==> config.mk <==
export PLATFORM = sky130hd
export DESIGN_NAME = grab_object_manager
export DESIGN_NICKNAME = d
export VERILOG_FILES = /design/src/rtl/grab_obj_pkg.sv /design/src/rtl/lfsr16.sv /design/src/rtl/grab_object_manager.sv
export SDC_FILE = /design/constraint.sdc
export NUM_CORES = 1
export LEC_CHECK = 0
export CORE_ASPECT_RATIO = 1.1
export CORE_MARGIN = 2
export CORE_UTILIZATION = 49
export CTS_BUF_LIST = sky130_fd_sc_hd__clkbuf_16
export DETAILED_ROUTE_END_ITERATION = 10
export PLACE_DENSITY_LB_ADDON = 0.3
export SYNTH_ARGS = -nofsm -noshare
export SYNTH_HDL_FRONTEND = slang
export SYNTH_SLANG_ARGS = --single-unit
==> constraint.sdc <==
create_clock -name clk -period 3.4 [get_ports clk]
set_clock_uncertainty 0.05 [all_clocks]
set_input_delay 0.85 -clock clk [delete_from_list [all_inputs] [get_ports clk]]
set_output_delay 0.85 -clock clk [all_outputs]
set_load 0.03 [all_outputs]
### Cell area per tile, run 1

Scale bar: 50 microns. The die is cut into 15 by 17 equal tiles; white is low, dark blue is high, 0 to 100% covered.
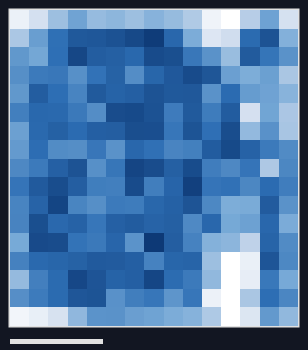
tiles over 75% full	40%
nearly empty tiles	2.0%
emptiest ninth of the die	south-east
mean over tiles	65%
fullest tile	96%
share of the core filled by cells before placement: 0.500
core utilization of the finished layout: 0.709
total core area: 24500 sq um

### Sequential cells coloured by netlist name, run 1

Scale bar: 50 microns.
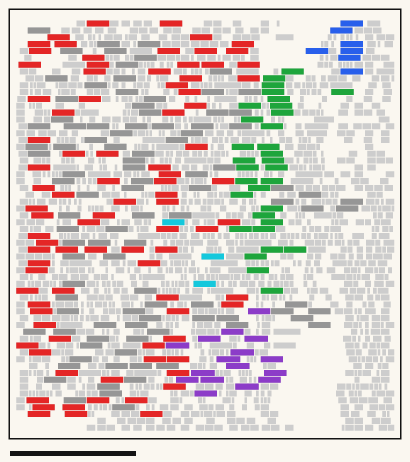
colour	name in the netlist	sequential cells
red	objTopLeftY	88
purple	u_lfsr.value_o	16
green	objType	32
blue	scoreValue	7
cyan	spawn_idx_q	3
total area of sequential cells: 6140 sq um
fraction of area in registers: 0.353
Seq group: 4.88 mW

### Nets reached from selected ports, run 1

Scale bar: 50 microns.
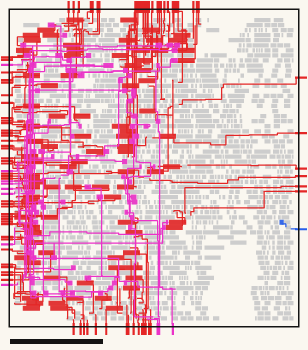
colour	port	bits	direction	edge	end cells	buffers	wire
red	objTopLeftY	88	output	38 west, 29 north, 15 south, 6 east	88	88	3920 microns
blue	drawReq	1	output	east	1	1	7.20 microns
magenta	hookY	11	input	8 west, 3 south	88	11	2700 microns
io pins: 348
count of buffers from port buffering: 344

==> reports/metrics.cfg, run 1 <==
[outcome]
outcome=complete, no violations

[setup_path]
worst-endpoint-arrival_ns=2.37
worstSetupEndpointType=output pin
critical-path-slowest-cell=or4_4
timing.critical_path.slowest_cell_delay_ns=0.53
r2r_setup_slack_ns=0.34
critical_path.top_delay_family=buffers and inverters
worst-setup-path-type=in -> out
worst-path-buf-inv=2
crit_path_cell_trace=clkdlybuf4s50_1, or4_4, o22ai_2, a211oi_2, a21oi_1, buf_4
critical_path.max_fanout=4
reg2reg_depth=9
critical_path.startpoint_type=input port

[placement]
placed_cells_incl_taps=1968
routabilityCongestion=0.941
placement.cell_area_sq_um=16500
dp.final_hpwl_microns=36100

[synth]
post_synth_main_area_contributors=dfrtp_1 (48%), nand2_1 (6.8%), o21ai_0 (5.8%)
common_cells=dfrtp_1 (237), nand2_1 (223), o21ai_0 (142)
synth_top_cell_by_count=dfrtp_1
flop_and_latch_count_out_of_synthesis=245
synthDistinctLibCells=70
post_synth_inst_count=1323
share_of_the_synthesized_area_in_the_top_cell_type=0.483
synth_top_cell_by_area=dfrtp_1
ys_sh_xor=0.00500
synthArstFlopShare=1.00
post_synth_mux_area_share=0.0502
ff_type=dfrtp_1
synth-seq-area-share=0.501
synth.cell_area_sq_um=12300
yosys.area_share.adder=0.00510
compound_area_frac=0.223
comb_area_leader=AND-OR/OR-AND gates
edf_count=0
yosys.stat.chipArea_sq_um=12300
synthesis_warning_total=0

[power_and_ir_drop]
intPower_mw=8.65
p_seq_frac=0.319
power.density_cell_area_nw_per_um2=878
power_mw=15.3
static_leakage_power_nw=7.65
max-vdd-ir-drop_uv=569
clk_network_pwr_share=0.188
power.share.combinational=0.492
switching_power_mw=6.62

[min_path]
hold_path_class=in -> async

[sta]
setup_total_negative_slack_ns=0
maxSlewViolCount=0
setup_viol=0
final_hold_fails=0
unrepaired_setup_endpoints_after_global_routing=false
finalCriticalPeriod_ns=3.27
final.hold.worst_slack_ns=0.311
timing.fmax_mhz=306
fin_crit_sh=0.962
fin_ws_ns=0.129
slew_headroom=0.311
timing_worst_slew_pin_value_ns=1.03

[route]
detailedRoute.firstIterationViolations=1562
drt_drc=0
avgViaCountPerCell=6.30
met2WireLength_microns=23300
vias=12700
totalWireLength_microns=49200
route.antenna.remaining_nets=0
drt_pass1_iterations=6
route.top_layer_used=met4
m1WireLength_microns=17200
met3_wirelength_microns=5790

[global_routing]
busiest_layer=met2
global_route.usage.met2=0.606
grt_util_met1=0.434
groute.layer.met3.usage=0.0970
grt_first_pass_wirelength_microns=73800
grt_use_total=0.366
first_global_vias=12600
grt-ovfl-total=0
grt_start_max_net_pins=95
antenna_found_initial=2

[clocking]
clock_latency_ns=0.52
ctsLongestPathBuffers=3
cts_tree=yes
cts_buffers=24
clock_sink_count=245
clk_pin_slew_worst_paths_ns=0.06
hold_fix_buffers_cts=0
cts-root-buf=clkbuf_16

[cells_and_area]
layout_top_cell=clkdlybuf4s50_1
final_layout_size_suffix_gt1_frac=0.114
final_nets=1807
layout_top_cells_excl_fill_tap=clkdlybuf4s50_1 (325), dfrtp_1 (237), nand2_1 (223), o21ai_0 (141), nor2_1 (117)
instances_no_fill=2016
num-fill-cells=1836
area_growth_syn_to_layout_pct=41.9

[die]
floorplan.die.height_microns=170
core.rowCount=60
die-width_microns=155
die_area_sq_um=26300

[flow_run]
stage_log_warnings=26
cap_viol_max_count=0

[run 1: power by group through the flow]
stage	registers, mW	clock network, mW	logic (mW)
floorplan	6.07	0	2.77
global route	4.95	3.02	7.95
finish	4.88	2.88	7.52
CTS	4.83	2.88	7.45
detailed placement	4.86	0	7.40
global placement	4.84	0	7.29
[run 1: layout make-up]
cell class                 count  area (sq um)  area share
multi-input combinational    942          5640       0.324
timing repair buffer         444          4270       0.246
clock buffer                  25           626      0.0359
tap                          310           388      0.0223
antenna                        2          5.00    0.000288
sequential                   245          6140       0.353
clock inverter                19           224      0.0129
inverter                      29           109     0.00625
[run 1: timing repair]
| action | in CTS | in global routing |
|---|---|---|
| cloned | 0 | 0 |
| buffers inserted | 3 | 0 |
| resized | 19 | 6 |
| endpoints found under the setup margin | 9 | 6 |
| pin swaps | 3 | 3 |
--- run 2 (diff from run 1) ---
Settings changed: ABC_CLOCK_PERIOD_IN_PS set to 3400.
### Cell outlines without signal wires, run 2

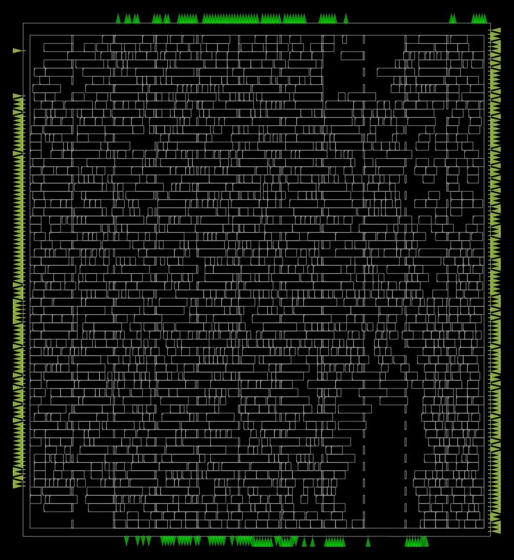
non-filler instance count after layout: 2016
tap cell count: 310
placement row count: 60

### Cell area per tile, run 2

Scale bar: 50 microns. The die is cut into 15 by 17 equal tiles; white is low, dark blue is high, 0 to 100% covered.
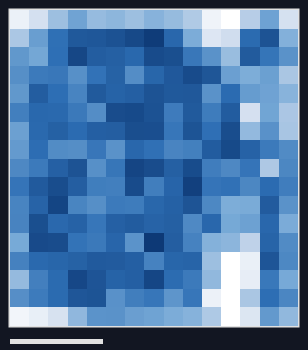
fullest tile	96%
nearly empty tiles	2.0%
tiles over 75% full	40%
emptiest ninth of the die	south-east
mean over tiles	65%

==> reports/metrics.cfg, run 2 <==
[outcome]
outcome=complete, no violations

[cells_and_area]
final_nets=1807  ; unchanged
num-clock-buffers=25  ; unchanged
diodes=2  ; unchanged
non_clock_buffer_share=0.246  ; unchanged
final-seq-area_sq_um=6140  ; unchanged
n_all_inverters=29  ; unchanged
non_clock_buffer_count=444  ; unchanged
logic_gates=942  ; unchanged
layout_top_cells_excl_fill_tap=clkdlybuf4s50_1 (325), dfrtp_1 (237), nand2_1 (223), o21ai_0 (141), nor2_1 (117)
area_growth_syn_to_layout_pct=41.9  ; unchanged
seq_area_frac=0.353  ; unchanged
final_layout_size_suffix_gt1_frac=0.114  ; unchanged
postLayoutCoreUtil=0.709  ; unchanged
flop-count=245  ; unchanged
layout_top_cell=clkdlybuf4s50_1
clock_distribution_area_overhead_in_the_final_layout=0.0488  ; unchanged
comb_area_frac=0.324  ; unchanged
largestClassByArea=sequential cells
comb_area_sq_um=5640  ; unchanged
final_cell_area_sq_um=17400
num-fill-cells=1836  ; unchanged

[synth]
syn_area_per_cell_sq_um=9.27
share_of_the_synthesized_area_in_the_top_cell_type=0.483  ; unchanged
compound_area_frac=0.223  ; unchanged
synthArstFlopShare=1.00  ; unchanged
comb_area_leader=AND-OR/OR-AND gates
synthesis_warning_total=0  ; unchanged
synth_top_cell_by_count=dfrtp_1
post_synth_mux_area_share=0.0502  ; unchanged
common_cells=dfrtp_1 (237), nand2_1 (223), o21ai_0 (142)
ff_type=dfrtp_1
edf_count=0  ; unchanged
flop_and_latch_count_out_of_synthesis=245  ; unchanged
synthDistinctLibCells=70  ; unchanged
yosys.area_share.adder=0.00510  ; unchanged
synth-seq-area-share=0.501  ; unchanged
post_synth_main_area_contributors=dfrtp_1 (48%), nand2_1 (6.8%), o21ai_0 (5.8%)
synth_simple_gate_area_share=0.172
ys_sh_xor=0.00500  ; unchanged
post_synth_inst_count=1323  ; unchanged
synth_top_cell_by_area=dfrtp_1
synth_stat.cells=1323
synth.cell_area_sq_um=12300  ; unchanged
yosys.stat.chipArea_sq_um=12300  ; unchanged

[route]
met3_wirelength_microns=5790  ; unchanged
avgViaCountPerCell=6.30  ; unchanged
detailedRoute.firstIterationViolations=1562  ; unchanged
drt_drc=0  ; unchanged
vias=12700  ; unchanged
m1WireLength_microns=17200  ; unchanged
route.top_layer_used=met4
drt_pass1_iterations=6  ; unchanged
drt-wirelength-per-cell_microns=24.4
totalWireLength_microns=49200  ; unchanged
met2WireLength_microns=23300  ; unchanged
route.antenna.remaining_nets=0  ; unchanged

[clocking]
clock_sink_count=245  ; unchanged
clk_pin_slew_worst_paths_ns=0.06  ; about the same
clock_latency_ns=0.52  ; about the same
cts_tree=yes
ctsHtreeMaxLevel=1
cts_buffers=24  ; unchanged
cts-root-buf=clkbuf_16
ctsLongestPathBuffers=3  ; unchanged

[setup_path]
timing.critical_path.slowest_cell_delay_ns=0.53  ; about the same
worstSetupPathDepth=6
required_ns=2.50
worst-setup-path-type=in -> out
worst-endpoint-arrival_ns=2.37  ; about the same
worst-path-buf-inv=2  ; unchanged
r2r_setup_slack_ns=0.34  ; about the same
critical_path.top_delay_family=buffers and inverters
worstSetupEndpointType=output pin
critical_path.startpoint_type=input port
crit_path_cell_trace=clkdlybuf4s50_1, or4_4, o22ai_2, a211oi_2, a21oi_1, buf_4
critical_path.max_fanout=4  ; unchanged
reg2reg_depth=9  ; unchanged
critical-path-slowest-cell=or4_4

[placement]
routabilityCongestion=0.941  ; unchanged
io_buffer_count=344  ; unchanged
placement.cell_area_sq_um=16500  ; unchanged
dp.final_hpwl_microns=36100  ; unchanged

[die]
ios=348  ; unchanged
die-width_microns=155  ; unchanged
floorplan.initialDensity=0.500  ; unchanged
floorplan.core_area_sq_um=24500  ; unchanged
die_area_sq_um=26300  ; unchanged
floorplan.die.height_microns=170  ; unchanged

[global_routing]
busiest_layer=met2
global_route.usage.met2=0.606  ; unchanged
first_global_vias=12600  ; unchanged
grt_use_total=0.366  ; unchanged
antenna_found_initial=2  ; unchanged
grt_start_max_net_pins=95  ; unchanged
grt-ovfl-total=0  ; unchanged
groute.layer.met3.usage=0.0970  ; unchanged
grt_util_met1=0.434  ; unchanged
grt_first_pass_wirelength_microns=73800  ; unchanged

[sta]
fin_crit_sh=0.962  ; unchanged
unrepaired_setup_endpoints_after_global_routing=false
maxSlewViolCount=0  ; unchanged
final_hold_fails=0  ; unchanged
finalCriticalPeriod_ns=3.27  ; unchanged
setup_viol=0  ; unchanged
setup_total_negative_slack_ns=0  ; unchanged
timing.fmax_mhz=306  ; unchanged
slew_headroom=0.311  ; unchanged
timing_worst_slew_pin_value_ns=1.03  ; unchanged
final.hold.worst_slack_ns=0.311  ; unchanged

[power_and_ir_drop]
switching_power_mw=6.62  ; unchanged
static_leakage_power_nw=7.65  ; unchanged
max-vdd-ir-drop_uv=569  ; unchanged
power.share.combinational=0.492  ; about the same
power.density_cell_area_nw_per_um2=878  ; unchanged
clk_network_pwr_share=0.188  ; about the same
switching_share=0.433
intPower_mw=8.65  ; unchanged
power_mw=15.3  ; unchanged
p_seq_frac=0.319  ; about the same

[min_path]
hold_path_class=in -> async

[flow_run]
stage_log_warnings=26  ; unchanged
cap_viol_max_count=0  ; unchanged

[run 2: cell counts in the layout (fill, tap and decap cells not counted)]
Identical to the previous run, type by type.
[run 2: what timing repair did]
action / 4_1_cts / 5_1_grt
pin swaps: 3 / 3
endpoints found under the setup margin: 9 / 6
hold buffers: 0 / 0
resized: 19 / 6
setup buffers: 3 / 0
[run 2: through the flow]
stage,worst slack [ns],instances
after floorplan,0.111,1325
after global placement,-0.221,1968
after detailed placement,-0.273,1968
after CTS,0.000352,2014
after global routing,0.00917,2016
final,0.129,2016
[run 2: power by group through the flow]
stage	logic [mW]	registers (mW)	clock network [mW]
2_1_floorplan	2.77	6.07	0
3_3_place_gp	7.29	4.84	0
3_5_place_dp	7.40	4.86	0
4_1_cts	7.45	4.83	2.88
5_1_grt	7.95	4.95	3.02
6_report	7.52	4.88	2.88
Power and IR drop assume default switching activity.
